<file path="config.mk">
export PLATFORM = sky130hd
export DESIGN_NAME = sw_inj
export DESIGN_NICKNAME = d
export VERILOG_FILES = /design/src/rtl/sw_inj.sv
export SDC_FILE = /design/constraint.sdc
export NUM_CORES = 1
export LEC_CHECK = 0
export ABC_AREA = 1
export ABC_CLOCK_PERIOD_IN_PS = 5000
export CAP_MARGIN = 30
export CORE_MARGIN = 1.5
export CORE_UTILIZATION = 25
export CTS_CLUSTER_SIZE = 20
export DETAILED_ROUTE_END_ITERATION = 8
export PLACE_DENSITY_LB_ADDON = 0.2
export SYNTH_ARGS = -nofsm -noshare
export SYNTH_HDL_FRONTEND = slang
export SYNTH_SLANG_ARGS = --single-unit
export TNS_END_PERCENT = 30
</file>
<file path="constraint.sdc">
create_clock -name clk -period 5 [get_ports clk]
set_clock_uncertainty 0.15 [all_clocks]
set_input_delay 1.25 -clock clk [delete_from_list [all_inputs] [get_ports clk]]
set_output_delay 1.25 -clock clk [all_outputs]
set_load 0.005 [all_outputs]
</file>
<file path="src/rtl/sw_inj.sv">
`default_nettype none
// ============================================================================
// Module   : sw_inj
// Brief    : Payload FIFO plus head/body/tail framer feeding one switch input.
// Revision : 1.0 - initial release
// ============================================================================
module sw_inj #(
    parameter int DEPTH = 8,
    parameter int GAP   = 1
) (
    input  logic       clk,
    input  logic       rst,
    input  logic       wr,
    input  logic [7:0] wdata,
    input  logic       req,
    input  logic [1:0] dst,
    input  logic [3:0] tag,
    output logic [9:0] pkt,
    output logic       full,
    output logic       busy
);

    localparam int PTRW = (DEPTH > 1) ? $clog2(DEPTH) : 1;
    localparam int CNTW = $clog2(DEPTH + 1);
    localparam int GAPW = (GAP > 0) ? $clog2(GAP + 1) : 1;

    typedef enum logic [1:0] {
        S_IDLE = 2'd0,
        S_HEAD = 2'd1,
        S_DATA = 2'd2,
        S_GAP  = 2'd3
    } state_t;

    state_t            r_state;
    logic [7:0]        r_mem [DEPTH];
    logic [PTRW-1:0]   r_rd_ptr;
    logic [PTRW-1:0]   r_wr_ptr;
    logic [CNTW-1:0]   r_count;
    logic [CNTW-1:0]   r_rem;
    logic [GAPW-1:0]   r_gap_cnt;
    logic [9:0]        r_pkt;
    logic              r_full;
    logic              r_busy;

    logic              w_push;
    logic              w_pop;
    logic [CNTW-1:0]   w_count_nxt;

    function automatic logic [PTRW-1:0] ptr_inc(input logic [PTRW-1:0] p);
        return (p == PTRW'(DEPTH - 1)) ? '0 : p + PTRW'(1);
    endfunction

    // A write while full is dropped even when a pop frees a slot this cycle.
    always_comb begin
        w_push      = wr && !r_full;
        w_pop       = ((r_state == S_HEAD) || (r_state == S_DATA)) && (r_rem != '0);
        w_count_nxt = r_count + CNTW'(w_push) - CNTW'(w_pop);
    end

    always_ff @(posedge clk) begin
        if (w_push) begin
            r_mem[r_wr_ptr] <= wdata;
        end
    end

    always_ff @(posedge clk) begin
        if (rst) begin
            r_rd_ptr <= '0;
            r_wr_ptr <= '0;
            r_count  <= '0;
            r_full   <= 1'b0;
        end else begin
            if (w_push) begin
                r_wr_ptr <= ptr_inc(r_wr_ptr);
            end
            if (w_pop) begin
                r_rd_ptr <= ptr_inc(r_rd_ptr);
            end
            r_count <= w_count_nxt;
            r_full  <= (w_count_nxt == CNTW'(DEPTH));
        end
    end

    // The flit shown on pkt always matches r_state; r_rem counts payload
    // flits still to be launched, so rem==0 in DATA means the tail is showing.
    always_ff @(posedge clk) begin
        if (rst) begin
            r_state   <= S_IDLE;
            r_pkt     <= '0;
            r_busy    <= 1'b0;
            r_rem     <= '0;
            r_gap_cnt <= '0;
        end else begin
            case (r_state)
                S_IDLE: begin
                    r_pkt <= '0;
                    if (req && (r_count != '0)) begin
                        r_pkt   <= {2'b10, tag, 2'b00, dst};
                        r_rem   <= r_count;
                        r_busy  <= 1'b1;
                        r_state <= S_HEAD;
                    end
                end
                S_HEAD, S_DATA: begin
                    if (r_rem != '0) begin
                        r_pkt   <= {(r_rem == CNTW'(1)) ? 2'b11 : 2'b01, r_mem[r_rd_ptr]};
                        r_rem   <= r_rem - CNTW'(1);
                        r_state <= S_DATA;
                    end else begin
                        r_pkt <= '0;
                        if (GAP > 0) begin
                            r_gap_cnt <= GAPW'(GAP);
                            r_state   <= S_GAP;
                        end else begin
                            r_busy  <= 1'b0;
                            r_state <= S_IDLE;
                        end
                    end
                end
                S_GAP: begin
                    r_pkt <= '0;
                    if (r_gap_cnt <= GAPW'(1)) begin
                        r_busy  <= 1'b0;
                        r_state <= S_IDLE;
                    end else begin
                        r_gap_cnt <= r_gap_cnt - GAPW'(1);
                    end
                end
                default: begin
                    r_pkt   <= '0;
                    r_busy  <= 1'b0;
                    r_state <= S_IDLE;
                end
            endcase
        end
    end

    assign pkt  = r_pkt;
    assign full = r_full;
    assign busy = r_busy;

endmodule
`default_nettype wire

</file>
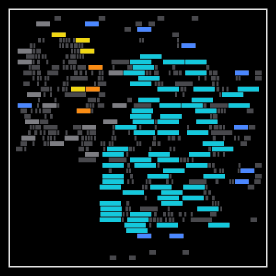
Figure 1: run 1, sequential cells coloured by netlist name.
Drawn at 2 px/um. Other sequential cells in the stronger grey, the rest of the logic in the fainter grey.
- r_rem: yellow (sequential cells 4; where upper left)
- r_rd_ptr: orange (sequential cells 3)
- pkt: blue (sequential cells 10; where all over the die)
- r_mem: cyan (sequential cells 64)
- not coloured: 14
Sequential Power: 1.01 mW
register area: 2542 um^2

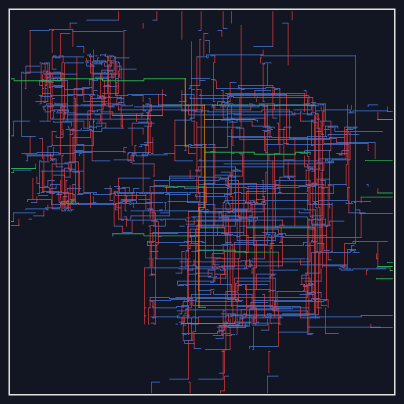
Figure 2: run 1, wiring by layer.
Drawn at 3 px/um.
- met1: blue (wire length 4370 um)
- met3: green (wire length 421 um)
- met2: red (wire length 3950 um)
- met4: orange (wire length 91.6 um)

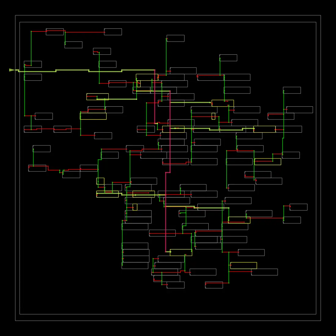
Figure 3: run 1, the clock network.
flop count: 95
total CTS buffers: 9
Power Clock: 0.775 mW

==> flow_metrics.env, run 1 <==
# flow metrics
export IMPL_grt_pass1_vias=2487
export IMPL_clkSlewWorstSetupHoldPaths_ns=0.06
export IMPL_path_class="input port to flop"
export IMPL_ir_drop_mv=0.2790
export IMPL_finalSetupViolCount=0
export IMPL_ys_cells=372
export IMPL_initCoreUtil_pct=25.69
export IMPL_min_period_ns=3.090
export IMPL_die_x_um=128.0
export IMPL_grt_setup_unrepaired="false"
export IMPL_power_density_nw_per_um2=552.0
export IMPL_viasPerCell=4.408
export IMPL_lay_top_count="nor2_1"
export IMPL_cts_root_buf="clkbuf_16"
export IMPL_num_nets_final=435
export IMPL_ys_seq_share_pct=65.11
export IMPL_grt_pass1_wl_mm=13.97
export IMPL_warnings=29
export IMPL_maxCapViolCount=0
export IMPL_slew_headroom_pct=41.26
export IMPL_ys_chip_area_um2=3905
export IMPL_hp_class="flop to flop"
export IMPL_leakage_nw=1.780
export IMPL_grt_max_degree=34
export IMPL_synth_distinct_cells=27
export IMPL_drt_initial_drc_count=180
export IMPL_cp_required_ns=4.83
export IMPL_wl_mm=8.826
export IMPL_yosysTopAreaCellShare_pct=49.21
export IMPL_fmax_ghz=0.3236
export IMPL_whs_ns=0.3197
export IMPL_die_y_um=128.0
export IMPL_critPathMaxStageDelay_ns=0.56
export IMPL_nFillCells=1542
export IMPL_finalHoldViolCount=0
export IMPL_ys_warn_count=0
export IMPL_final_cell_mix="nor2_1, edfxtp_1, nand2_1"
export IMPL_status="completed"
export IMPL_synth_nets=404
export IMPL_topCellsByArea="edfxtp_1, dfxtp_1, nor2_1"
export IMPL_end_kind="flop"
[run 1: metrics by stage]
| stage | worst slack [ns] | power [mW] | std cells | cell area [um^2] |
|---|---|---|---|---|
| global placement | 1.625 | 1.861 | 580 | 4393 |
| finish | 1.910 | 2.611 | 596 | 4730 |
| floorplan | 2.176 | 1.612 | 372 | 3905 |
| CTS | 1.946 | 2.653 | 596 | 4730 |
| detailed placement | 1.572 | 1.865 | 580 | 4393 |
| global route | 1.720 | 2.806 | 596 | 4730 |
[run 1: report_power, final]
group / internal, mW / switching [mW] / leakage [nW] / total [mW]
Combinational: 0.295 / 0.531 / 0.780 / 0.826
Sequential: 0.950 / 0.0591 / 0.835 / 1.01
Clock: 0.488 / 0.287 / 0.164 / 0.775
Total: 1.73 / 0.878 / 1.78 / 2.61
[run 1: final timing paths]
kind / startpoint / end / depth (start not counted)
setup / recovery: wr / r_mem[5][3] / 7
hold / removal: busy / busy / 2
setup reg to reg: r_state[1] / full / 12
hold reg to reg: busy / busy / 2
[run 1: tightest hold or removal path: stages (launching register included)]
cell and delay [ns]:
dfxtp_1 0.31, nand2_1 0.06, a21oi_1 0.05
[run 1: Yosys cell counts (all sizes together) (2+ instances only)]
library cell and instances:
nor2 90, edfxtp 64, nand2 45, o21ai 45, dfxtp 31, inv 28
nand3 17, ha 13, buf 10, a21oi 9, o211ai 6, o211a 3
nor3 2, o22ai 2, xor2 2
[run 1: sequential cells by signal, summed over array words and instances, names as in the netlist, named ones only]
signal and count:
busy 1, r_rd_ptr 3, r_count 4, pkt 10, r_rem 4, r_wr_ptr 3
full 1, r_mem 64, r_state 2
[run 1: per-layer routing]
layer	routed length, um	global-route usage [%]	part of all wire, %	up-vias
met5	0	0	0	-
met4	91	2.776	1.0	0
met3	420	3.673	4.8	8
met2	3948	18.31	45	50
met1	4365	15.24	49	1243
li1	-	-	-	1326
[run 1: final cells by class]
cell class                      count  area, um^2  share of cell area [%]
Multi-Input combinational cell    238        1205                   25.48
Tap cell                          188       235.2                   4.974
Timing Repair Buffer               31       305.3                   6.455
Inverter                           28       105.1                   2.222
Sequential cell                    95        2542                   53.76
Clock inverter                      6       107.6                   2.275
Clock buffer                       10       229.0                   4.841
[run 1: kinds of logic after synthesis]
family	after synthesis	synth area share, %
AND-OR/OR-AND	66	9.356
XOR/XNOR	2	0.4487
adder cells (fa/ha/maj)	14	4.678
buffers and inverters	39	4.037
flip-flops	95	65.11
AND/OR/NAND/NOR	156	16.37
Figure 4. Gate-type map (run 1).
Drawn at 3 px/um.
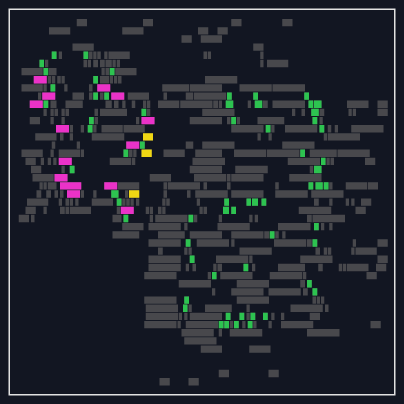

## Run 2: what changed since run 1
Settings changed: ABC_CLOCK_PERIOD_IN_PS 5000 to 3200.
Clock period 5 ns to 3.2 ns, I/O delays scaled along.
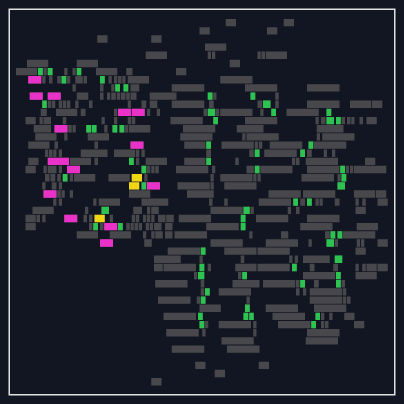
Figure 5: run 2, gate-type map.
Drawn at 3 px/um.
- inverting AOI/OAI gates: green (cells 63)
- adder and majority cells: magenta (cells 14)
- AND-OR and OR-AND gates: yellow (cells 3)
most frequent logic cell in the layout: nor2_1
Comb area share: 25.49%

==> flow_metrics.env, run 2 <==
# flow metrics
export IMPL_fmax_ghz=0.3838
export IMPL_cts_inserted_buffers=9
export IMPL_grt_setup_unrepaired="false"
export IMPL_leakage_nw=1.787
export IMPL_wl_mm=8.641
export IMPL_status="completed"
export IMPL_grt_pass1_vias=2517
export IMPL_dp_cells=589
export IMPL_most_common_cell="nor2_1"
export IMPL_largest_register="r_mem"
export IMPL_slew_headroom_pct=57.02
export IMPL_warnings=29
export IMPL_drt_initial_drc_count=167
export IMPL_viasPerCell=4.379
export IMPL_finalHoldViolCount=0
export IMPL_min_period_ns=2.605
export IMPL_synth_distinct_cells=27
export IMPL_grt_pass1_wl_mm=13.36
export IMPL_finalSetupViolCount=0
export IMPL_clkSlewWorstSetupHoldPaths_ns=0.06
export IMPL_critPathMaxStageDelay_ns=0.43
export IMPL_die_y_um=128.0
export IMPL_yosysTopAreaCellShare_pct=49.21
export IMPL_hp_class="flop to flop"
export IMPL_ys_seq_share_pct=65.11
export IMPL_cts_root_buf="clkbuf_16"
export IMPL_cp_required_ns=3.31
export IMPL_ys_cells=372
export IMPL_ys_top_cells_by_count="nor2_1, edfxtp_1, nand2_1"
export IMPL_ys_chip_area_um2=3905
export IMPL_largest_register_ffs=64
export IMPL_synth_nets=404
export IMPL_ir_drop_mv=0.4450
export IMPL_topCellsByArea="edfxtp_1, dfxtp_1, nor2_1"
export IMPL_maxCapViolCount=0
export IMPL_yosys_most_used_dff="edfxtp_1"
export IMPL_design_power_total_mw=3.839
export IMPL_die_x_um=128.0
export IMPL_fin_cells=605
export IMPL_path_class="flop to flop"
export IMPL_ys_warn_count=0
export IMPL_final_cell_mix="nor2_1, edfxtp_1, nand2_1"
export IMPL_num_nets_final=444
export IMPL_cpLargestDelayFamily="adder cells"
export IMPL_grt_max_degree=33
run 2: where the power goes:
group          total (mW)  internal (mW)  switching [mW]
sequential           1.62           1.48           0.138
clock               0.976          0.527           0.449
combinational        1.24          0.472           0.771
total                3.84           2.48            1.36
run 2: final timing paths:
path,cells after the start,startpoint,endpoint,slack (ns)
worst max register to register,12,r_state[0],full,0.59
worst max-delay path,12,r_state[0],full,0.59
worst min-delay path,2,busy,busy,0.32
worst min register to register,2,busy,busy,0.32
run 2: final cells by class:
cell class | count | area (um^2)
inverters | 28 | 105.1
multi-input cells | 238 | 1205
flip-flops and latches | 95 | 2542
clock buffers | 11 | 232.7
fillers | 1574 | 10480
repair buffers | 40 | 372.9
well taps | 188 | 235.2
clock inverters | 5 | 33.78
run 2: cells by family after synthesis:
group / count (synthesis) / synth area share [%]
AND/OR/NAND/NOR: 156 / 16.37
AND-OR/OR-AND: 66 / 9.356
flip-flops: 95 / 65.11
XOR/XNOR: 2 / 0.4487
buffers and inverters: 39 / 4.037
adder cells (fa/ha/maj): 14 / 4.678
run 2: metrics by stage:
step           instance area [um^2]  worst slack [ns]
2_1_floorplan                  3905            0.8261
3_3_place_gp                   4461            0.3268
3_5_place_dp                   4461            0.2369
4_1_cts                        4727            0.5522
5_1_grt                        4727            0.3580
6_report                       4727            0.5945
run 2: worst min-delay path, delay by kind of cell (launching register included):
family          cells  cell delay (ns)
compound gates      1             0.05
flops               1             0.32
simple gates        1             0.06
run 2: layer usage:
metal  GRT usage [%]  share of wire [%]
met2           18.63                 48
met4           4.164                1.5
met3           3.088                5.1
met1           13.62                 45
met5               0                  0
Figure 6. Sequential cells coloured by netlist name (run 2).
Drawn at 2 px/um. Other sequential cells in the stronger grey, the rest of the logic in the fainter grey.
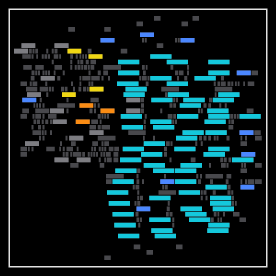

## Run 3: what changed since run 2
Settings changed: ABC_CLOCK_PERIOD_IN_PS 3200 to 2500.
Clock period 3.2 ns to 2.5 ns, I/O delays scaled along.
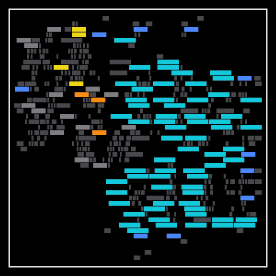
Figure 7: run 3, sequential cells coloured by netlist name.
Drawn at 2 px/um. Other sequential cells in the stronger grey, the rest of the logic in the fainter grey.
- r_rem: yellow (sequential cells 4; where upper left)
- r_rd_ptr: orange (sequential cells 3)
- pkt: blue (sequential cells 10; where all over the die)
- r_mem: cyan (sequential cells 64)
- not coloured: 14
fin util: 32.19%
Seq area share: 51.98%
register area: 2544 um^2
Sequential Power: 2.05 mW

==> flow_metrics.env, run 3 <==
# flow metrics
export IMPL_initCoreUtil_pct=25.69
export IMPL_timing_rr_end="r_count[2]"
export IMPL_maxCapViolCount=0
export IMPL_cts_inserted_buffers=9
export IMPL_num_nets_final=455
export IMPL_post_place_ws_ns=-0.1938
export IMPL_slew_headroom_pct=63.45
export IMPL_die_y_um=128.0
export IMPL_largest_register_ffs=64
export IMPL_status="completed"
export IMPL_min_period_ns=2.384
export IMPL_synth_nets=404
export IMPL_die_x_um=128.0
export IMPL_drt_initial_drc_count=78
export IMPL_ys_warn_count=0
export IMPL_hp_class="flop to flop"
export IMPL_yosysTopAreaCellShare_pct=49.21
export IMPL_leakage_nw=1.871
export IMPL_path_class="flop to flop"
export IMPL_viasPerCell=4.343
export IMPL_ys_top_cells_by_count="nor2_1, edfxtp_1, nand2_1"
export IMPL_worstSetupStartpoint="r_rem[0]"
export IMPL_grt_pass1_wl_mm=13.70
export IMPL_wl_mm=8.747
export IMPL_grt_pass1_vias=2589
export IMPL_grt_max_degree=33
export IMPL_min_path_cells=2
export IMPL_synth_distinct_cells=27
export IMPL_finalSetupViolCount=0
export IMPL_ir_drop_mv=0.6930
export IMPL_end_kind="flop"
export IMPL_fin_cells=616
export IMPL_lay_top_count="nor2_1"
export IMPL_clkSlewWorstSetupHoldPaths_ns=0.06
export IMPL_hold_end="busy"
export IMPL_yosys_most_used_dff="edfxtp_1"
export IMPL_ff2ff_path_depth=14
export IMPL_ys_cells=372
export IMPL_reg2reg_setup_slack_ns=0.12
export IMPL_topCellsByArea="edfxtp_1, dfxtp_1, nor2_1"
export IMPL_most_common_cell="nor2_1"
## run 3: worst max-delay path by stage
| stage | to | slack [ns] | cells past startpoint |
|---|---|---|---|
| floorplan | full | 0.14 | 12 |
| global placement | full | -0.14 | 11 |
| detailed placement | full | -0.19 | 11 |
| CTS | full | 0.005 | 13 |
| global route | r_count[2] | -0.02 | 14 |
| finish | r_count[2] | 0.12 | 14 |
## run 3: where the power goes
group	total [mW]	switching, mW	internal [mW]
logic	1.76	1.04	0.716
clock network	1.47	0.583	0.885
registers	2.05	0.147	1.90
total	5.27	1.77	3.50
## run 3: logic make-up after synthesis
logic type | count (synthesis) | share of synthesized area (%)
buffers and inverters | 39 | 4.037
XOR/XNOR | 2 | 0.4487
adder cells (fa/ha/maj) | 14 | 4.678
AND-OR/OR-AND | 66 | 9.356
AND/OR/NAND/NOR | 156 | 16.37
flip-flops | 95 | 65.11
## run 3: area by class of cell
class / count / area (um^2)
clock buffers: 12 / 236.5
clock inverters: 4 / 77.57
fillers: 1588 / 10310
inverters: 28 / 105.1
multi-input cells: 238 / 1227
flip-flops and latches: 95 / 2544
well taps: 188 / 235.2
repair buffers: 51 / 467.9
## run 3: repair_timing
| action | CTS | global route |
|---|---|---|
| buffers inserted | 0 | 1 |
| endpoints found under the setup margin | 0 | 2 |
| resized | 0 | 5 |
| endpoints found under the hold margin | 0 | 0 |
| hold buffers | 0 | 0 |
## run 3: routing by layer
layer	GRT usage (%)	wire length, um	vias up
met4	3.371	114	0
met1	13.97	3975	1265
met2	19.10	4307	39
met5	0	0	-
li1	-	-	1361
met3	3.715	350	10
## run 3: metrics by stage
stage / power, mW / hold slack, ns / instance area, um^2
floorplan: 3.224 / 0.3056 / 3905
global placement: 3.787 / 0.3086 / 4548
detailed placement: 3.805 / 0.3055 / 4548
CTS: 5.295 / 0.3156 / 4862
global route: 5.671 / 0.3570 / 4893
finish: 5.275 / 0.3148 / 4893
## run 3: worst max-delay path, stage by stage, from the launching register on
cell     delay, ns
dfxtp_2       0.35
inv_1         0.07
ha_1          0.23
nand2_2       0.11
nand2_4       0.10
nor2_2        0.12
inv_1         0.06
nand2_1       0.06
ha_2          0.17
inv_1         0.05
fa_1          0.38
xor2_1        0.16
buf_4         0.13
buf_4         0.11
nor2_1        0.06
Power is estimated from default activity; no workload was simulated.
